[src/rtl/vc_ingress_pkg.sv]
// Shared types and constants for the VC ingress stage.
package vc_ingress_pkg;

  typedef enum logic [4:0] {
    ST_RESET  = 5'b00001,
    ST_INIT   = 5'b00010,
    ST_IDLE   = 5'b00100,
    ST_ACTIVE = 5'b01000,
    ST_ERROR  = 5'b10000
  } state_t;

  localparam int unsigned word_width = 6;
  localparam int unsigned class_bit  = 5;

endpackage

[src/rtl/vc_ingress_sync_fifo.sv]
// Synchronous FIFO with first-word-fall-through head and registered status flags.
module sync_fifo #(
  parameter int unsigned data_width    = 6,
  parameter int unsigned address_width = 2
) (
  input  logic                     clk,
  input  logic                     reset,
  input  logic                     wr_en,
  input  logic                     rd_en,
  input  logic [data_width-1:0]    data_in,
  input  logic [address_width:0]   threshold,
  output logic [data_width-1:0]    data_out,
  output logic                     full,
  output logic                     empty,
  output logic                     almost_full,
  output logic [address_width:0]   count
);

  localparam int unsigned depth = 1 << address_width;
  localparam logic [address_width:0] depth_count = (address_width + 1)'(depth);

  logic [data_width-1:0]    mem [0:depth-1];
  logic [address_width-1:0] wr_ptr;
  logic [address_width-1:0] rd_ptr;
  logic [address_width:0]   count_next;
  logic                     wr_do;
  logic                     rd_do;

  // A write into a full FIFO is allowed only when a read frees a slot on the same edge.
  assign rd_do = rd_en && !empty;
  assign wr_do = wr_en && (!full || rd_do);

  always_comb begin
    count_next = count;
    case ({wr_do, rd_do})
      2'b10:   count_next = count + 1'b1;
      2'b01:   count_next = count - 1'b1;
      default: count_next = count;
    endcase
  end

  assign data_out = empty ? '0 : mem[rd_ptr];

  always_ff @(posedge clk) begin
    if (wr_do) mem[wr_ptr] <= data_in;
  end

  // Flags come from the next-state count so they line up with the data they describe.
  always_ff @(posedge clk) begin
    if (reset) begin
      wr_ptr      <= '0;
      rd_ptr      <= '0;
      count       <= '0;
      empty       <= 1'b1;
      full        <= 1'b0;
      almost_full <= 1'b0;
    end else begin
      if (wr_do) wr_ptr <= wr_ptr + 1'b1;
      if (rd_do) rd_ptr <= rd_ptr + 1'b1;
      count       <= count_next;
      empty       <= (count_next == '0);
      full        <= (count_next == depth_count);
      almost_full <= (count_next >= threshold);
    end
  end

endmodule

[src/rtl/vc_ingress.sv]
// Ingress stage: main FIFO feeding two virtual-channel FIFOs by class bit, with control FSM.
module vc_ingress
  import vc_ingress_pkg::*;
#(
  parameter int unsigned data_width         = word_width,
  parameter int unsigned main_address_width = 2,
  parameter int unsigned vc_address_width   = 4
) (
  input  logic                          clk,
  input  logic                          reset,
  input  logic                          init,
  input  logic                          push_main,
  input  logic [data_width-1:0]         data_in,
  input  logic [main_address_width:0]   Umbral_main,
  input  logic [vc_address_width-1:0]   Umbral_VC0,
  input  logic [vc_address_width-1:0]   Umbral_VC1,
  input  logic                          pop_VC0_fifo,
  input  logic                          pop_VC1_fifo,
  output logic [data_width-1:0]         data_out_VC0,
  output logic [data_width-1:0]         data_out_VC1,
  output logic                          empty_fifo_VC0,
  output logic                          empty_fifo_VC1,
  output logic                          almost_full_main,
  output logic                          idle_out,
  output logic                          active_out,
  output logic                          error_out
);

  state_t state;
  state_t state_next;

  logic [main_address_width:0] thr_main_q, thr_main_d;
  logic [vc_address_width:0]   thr_vc0_q, thr_vc0_d;
  logic [vc_address_width:0]   thr_vc1_q, thr_vc1_d;

  logic [data_width-1:0]       main_head;
  logic                        main_full, main_empty;
  logic [main_address_width:0] main_count;
  logic                        vc0_full, vc0_af;
  logic                        vc1_full, vc1_af;
  logic [vc_address_width:0]   vc0_count, vc1_count;

  logic running, pops_live, route_vc1, tgt_blocked, route;
  logic push_ok, main_wr, overflow;
  logic pop0_req, pop1_req, pop0, pop1, underflow, error_event, any_data;

  always_comb begin
    thr_main_d = thr_main_q;
    thr_vc0_d  = thr_vc0_q;
    thr_vc1_d  = thr_vc1_q;
    if (state == ST_INIT) begin
      thr_main_d = Umbral_main;
      thr_vc0_d  = {1'b0, Umbral_VC0};
      thr_vc1_d  = {1'b0, Umbral_VC1};
    end
  end

  assign running   = (state == ST_IDLE) || (state == ST_ACTIVE);
  assign pops_live = (state != ST_RESET);

  // Head-of-line blocking: a stalled head holds off both VCs.
  assign route_vc1   = main_head[class_bit];
  assign tgt_blocked = route_vc1 ? (vc1_full || vc1_af) : (vc0_full || vc0_af);
  assign route       = running && !main_empty && !tgt_blocked;

  assign push_ok  = running && push_main;
  assign main_wr  = push_ok && (!main_full || route);
  assign overflow = push_ok && main_full && !route;

  assign pop0_req  = pops_live && pop_VC0_fifo;
  assign pop1_req  = pops_live && pop_VC1_fifo;
  assign pop0      = pop0_req && !empty_fifo_VC0;
  assign pop1      = pop1_req && !empty_fifo_VC1;
  assign underflow = (pop0_req && empty_fifo_VC0) || (pop1_req && empty_fifo_VC1);

  assign error_event = overflow || underflow;
  assign any_data    = (main_count != '0) || (vc0_count != '0) || (vc1_count != '0);

  sync_fifo #(.data_width(data_width), .address_width(main_address_width)) u_main (
    .clk(clk), .reset(reset), .wr_en(main_wr), .rd_en(route),
    .data_in(data_in), .threshold(thr_main_d), .data_out(main_head),
    .full(main_full), .empty(main_empty), .almost_full(almost_full_main), .count(main_count)
  );

  sync_fifo #(.data_width(data_width), .address_width(vc_address_width)) u_vc0 (
    .clk(clk), .reset(reset), .wr_en(route && !route_vc1), .rd_en(pop0),
    .data_in(main_head), .threshold(thr_vc0_d), .data_out(data_out_VC0),
    .full(vc0_full), .empty(empty_fifo_VC0), .almost_full(vc0_af), .count(vc0_count)
  );

  sync_fifo #(.data_width(data_width), .address_width(vc_address_width)) u_vc1 (
    .clk(clk), .reset(reset), .wr_en(route && route_vc1), .rd_en(pop1),
    .data_in(main_head), .threshold(thr_vc1_d), .data_out(data_out_VC1),
    .full(vc1_full), .empty(empty_fifo_VC1), .almost_full(vc1_af), .count(vc1_count)
  );

  always_comb begin
    state_next = state;
    case (state)
      ST_RESET:            state_next = ST_INIT;
      ST_INIT:             if (!init) state_next = ST_IDLE;
      ST_IDLE, ST_ACTIVE:  state_next = init ? ST_INIT : (any_data ? ST_ACTIVE : ST_IDLE);
      ST_ERROR:            state_next = ST_ERROR;
      default:             state_next = ST_RESET;
    endcase
    if ((state != ST_RESET) && error_event) state_next = ST_ERROR;
  end

  always_ff @(posedge clk) begin
    if (reset) begin
      state      <= ST_RESET;
      idle_out   <= 1'b0;
      active_out <= 1'b0;
      error_out  <= 1'b0;
      thr_main_q <= '0;
      thr_vc0_q  <= '0;
      thr_vc1_q  <= '0;
    end else begin
      state      <= state_next;
      idle_out   <= (state_next == ST_IDLE);
      active_out <= (state_next == ST_ACTIVE);
      error_out  <= (state_next == ST_ERROR);
      thr_main_q <= thr_main_d;
      thr_vc0_q  <= thr_vc0_d;
      thr_vc1_q  <= thr_vc1_d;
    end
  end

endmodule
[config.mk]
export PLATFORM = sky130hd
export DESIGN_NAME = vc_ingress
export DESIGN_NICKNAME = d
export VERILOG_FILES = /design/src/rtl/vc_ingress_pkg.sv /design/src/rtl/vc_ingress_sync_fifo.sv /design/src/rtl/vc_ingress.sv
export SDC_FILE = /design/constraint.sdc
export NUM_CORES = 1
export LEC_CHECK = 0
export CAP_MARGIN = 20
export CORE_ASPECT_RATIO = 1.75
export CORE_MARGIN = 2
export CORE_UTILIZATION = 55
export CTS_CLUSTER_SIZE = 14
export DETAILED_ROUTE_END_ITERATION = 7
export GPL_TIMING_DRIVEN = 0
export MAX_ROUTING_LAYER = met4
export PLACE_DENSITY_LB_ADDON = 0.12
export SYNTH_ARGS = -nofsm -noshare
export SYNTH_HDL_FRONTEND = slang
export SYNTH_SLANG_ARGS = --single-unit
[constraint.sdc]
create_clock -name clk -period 3.95 [get_ports clk]
set_clock_uncertainty 0.1 [all_clocks]
set_input_delay 0.79 -clock clk [delete_from_list [all_inputs] [get_ports clk]]
set_output_delay 0.79 -clock clk [all_outputs]
set_load 0.005 [all_outputs]
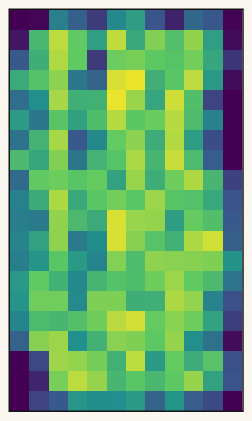
cell_density.png
(2 px per um) 12 x 20 tiles, from dark purple (low) to yellow (high), 0 to 100% covered.
fullest tile	97%
tiles over 75% full	34%
emptiest ninth of the die	top right
mean over tiles	59%
nearly empty tiles	4.6%

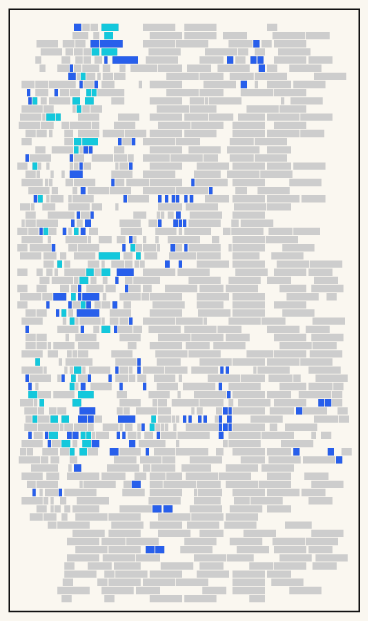
logic_types.png
(3 px per um)
colour	family	cells
cyan	aoi and oai cells	52
blue	nor cells	133

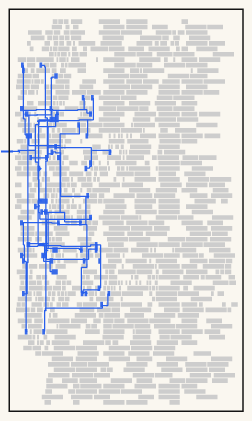
io_fan.png
(2 px per um)
colour	port	bits	direction	edge	end cells	buffers	wire
blue	reset	1	input	left	55	6	1,180 um

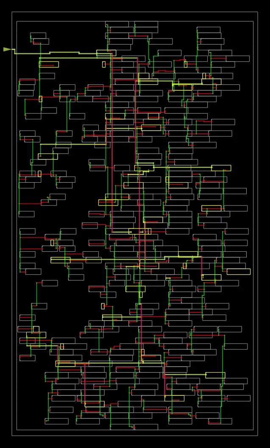
clocks.png
seq_cells: 289
Late-Pin Clk Latency: 0.52 ns
Sink Count: 289
clock buf count: 41
CTS Buf Count: 26

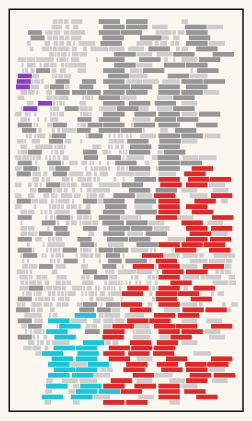
flops_by_reg.png
(2 px per um) Other sequential cells in the stronger grey, the rest of the logic in the fainter grey.
colour	netlist name	placed flops
cyan	u_main.mem	24
purple	thr_vc0_q	5
red	u_vc1.mem	96
not coloured	164

==> results.toml <==
# synthesis and place-and-route metrics
[layout]
dominant_cells = "registers"
logic_gate_count = 428
buffers = 100
sh_comb_area_pct = 28.8
final_cell_mix = "edfxtp_1, nor2_1, dfxtp_1"
syn_to_final_growth_pct = 16.9
drive_gt1_share_pct = 22.0
nonClkBufAreaFrac_pct = 6.02
nets = 919
final_common_cell = "edfxtp_1"
comb_area_um2 = 4080
diodes = 1
clkCellAreaFrac_pct = 5.97
final_util_pct = 65.6
sh_seq_area_pct = 56.2
regArea_um2 = 7950
nFillCells = 1540
inv_count = 16

[clocking]
cts_tree = "built"
h-tree-depth = 1
clock_path_buffers = 3
clkTransAtPathRegs_ns = 0.07
root_buffer = "clkbuf_16"

[grt]
busiest_layer = "met2"
met3_usage_pct = 3.15
grt_start_max_net_pins = 25
grt_usage_pct = 22.8
grt_pass1_vias = 7135
grt_overflow = 0
grtUsageMet2_pct = 41.1
antenna_found_initial = 1
grt_pass1_wl_um = 38800
grt_use_met1_pct = 25.0

[worst_hold_path]
whs_path_depth = 2
hp-start = "thr_vc0_q[0]"
hold_path.class = "register to register"
hold_end = "thr_vc0_q[0]"

[route]
wl_per_cell_um = 21.2
drt-initial-drc-count = 364
viasPerCell = 5.73
drt-total-wl_um = 24800
detail-route-antenna-nets = 0
wl_met1_um = 9020
route.met3.wl_um = 1010
vias = 6717
top_layer_used = "met4"
routed-wl-met2_um = 13900
drt_first_pass_iters = 5
drc = 0

[synthesis]
synth-simple-area-share_pct = 9.53
synth_top_area_share_pct = 53.6
synth_cells = 772
topCellsByArea = "edfxtp_1, mux4_2, dfxtp_1, ha_1, nor2_1"
syn_area_um2 = 12100
synth.avg_cell_area_um2 = 15.7
synthMuxAreaShare_pct = 13.8
synth_flop_count = 289
ys_sh_adder_pct = 3.68
ys_top_logic_family = "multiplexers"
aoi_share_pct = 3.10
ys_cells = 772
common_cells = "edfxtp_1, nor2_1, dfxtp_1"
fp_nets = 830
synth-warning-count = 0
xor_share_pct = 2.24
enable_flop_cells = 216
ys_chip_area_um2 = 12100
ys_types = 59
async_reset_ff_share_pct = 0
top_cell = "edfxtp_1"
ys.flop_type = "edfxtp_1"
yosysSeqAreaShare_pct = 65.6
yosysTopAreaCell = "edfxtp_1"

[worst_setup_path]
cp-start-kind = "register"
crit_type = "register to output pin"
cp.arrival_ns = 2.94
r2r_end = "u_vc0.almost_full"
cp-end-kind = "output pin"
r2r_slack_ns = 0.18
cp.required_ns = 3.06
worstRegToRegCells = 19
cp_max_fo = 10

[die]
n_tap_cell = 292
fp-row-count = 71
die_y_um = 200
die_w_um = 116
io_pins = 41
die_area_um2 = 23300
initial_core_util_pct = 56.1
coreArea_um2 = 21600

[timing]
fin_crit_ns = 3.83
setup_violations = 0
finalHoldViolCount = 0
drv_slew = 0
fin_crit_sh_pct = 96.9
max_freq_ghz = 0.261
slew_headroom_pct = 32.4
worst_pin_slew_ns = 1.01
timing.hold.ws_ns = 0.364

[power]
power_w = 0.00595
power.density_nw_per_um2 = 420
leakage_nw = 4.33
ir_worst_vdd_mv = 0.329

[outcome]
status = "completed"

[flow_run]
warnings = 38
maxCapViolations = 0

[placement]
port_buffers = 39
hpwl_um = 17400
place.gp.congestion = 0.815
==> worst max-delay path by stage <==
stage / to / start / cells after the start / slack, ns
after floorplan: u_vc0.almost_full / register / 19 / 0.05
after global placement: u_vc0.almost_full / pop_VC0_fifo / 16 / -0.65
after detailed placement: u_vc1.almost_full / pop_VC1_fifo / 16 / -0.81
after CTS: u_vc1.almost_full / state[0] / 18 / -0.11
after global routing: u_vc0.almost_full / register / 19 / -0.02
final: data_out_VC0[1] / register / 5 / 0.12
==> report_power, final <==
group	internal (W)	switching, W
clock	0.00146	0.00102
combinational	0.0000917	0.000113
sequential	0.00325	0.0000177
==> through the flow <==
stage	setup WS [ns]	instances	TNS, ns	area, um2
6_report	0.121	1172	0	14200
5_1_grt	-0.0163	1172	-0.0163	14200
4_1_cts	-0.106	1163	-0.106	14000
3_3_place_gp	-0.650	1103	-2.30	12900
2_1_floorplan	0.0509	772	0	12100
3_5_place_dp	-0.807	1109	-3.15	13000
==> sequential cells by signal, summed over array words and instances (netlist names), 2 cells and up, named ones only <==
name           count
state              5
thr_main_q         3
thr_vc0_q          5
thr_vc1_q          5
u_main.count       3
u_main.mem        24
u_main.rd_ptr      2
u_main.wr_ptr      2
u_vc0.count        5
u_vc0.mem         96
u_vc0.rd_ptr       4
u_vc0.wr_ptr       4
u_vc1.count        5
u_vc1.mem         96
u_vc1.rd_ptr       4
u_vc1.wr_ptr       4
==> worst max-delay path, stage by stage (launching register included) <==
cell and delay (ns):
dfxtp_2 0.47, buf_4 0.29, mux4_2 0.55, mux4_2 0.50, nor2b_1 0.14, clkdlybuf4s50_1 0.46
==> what timing repair did <==
item	in CTS	in global routing
buffers inserted	11	7
pin swaps	5	7
setup endpoints to repair	19	16
hold buffers	0	0
gates resized	31	29
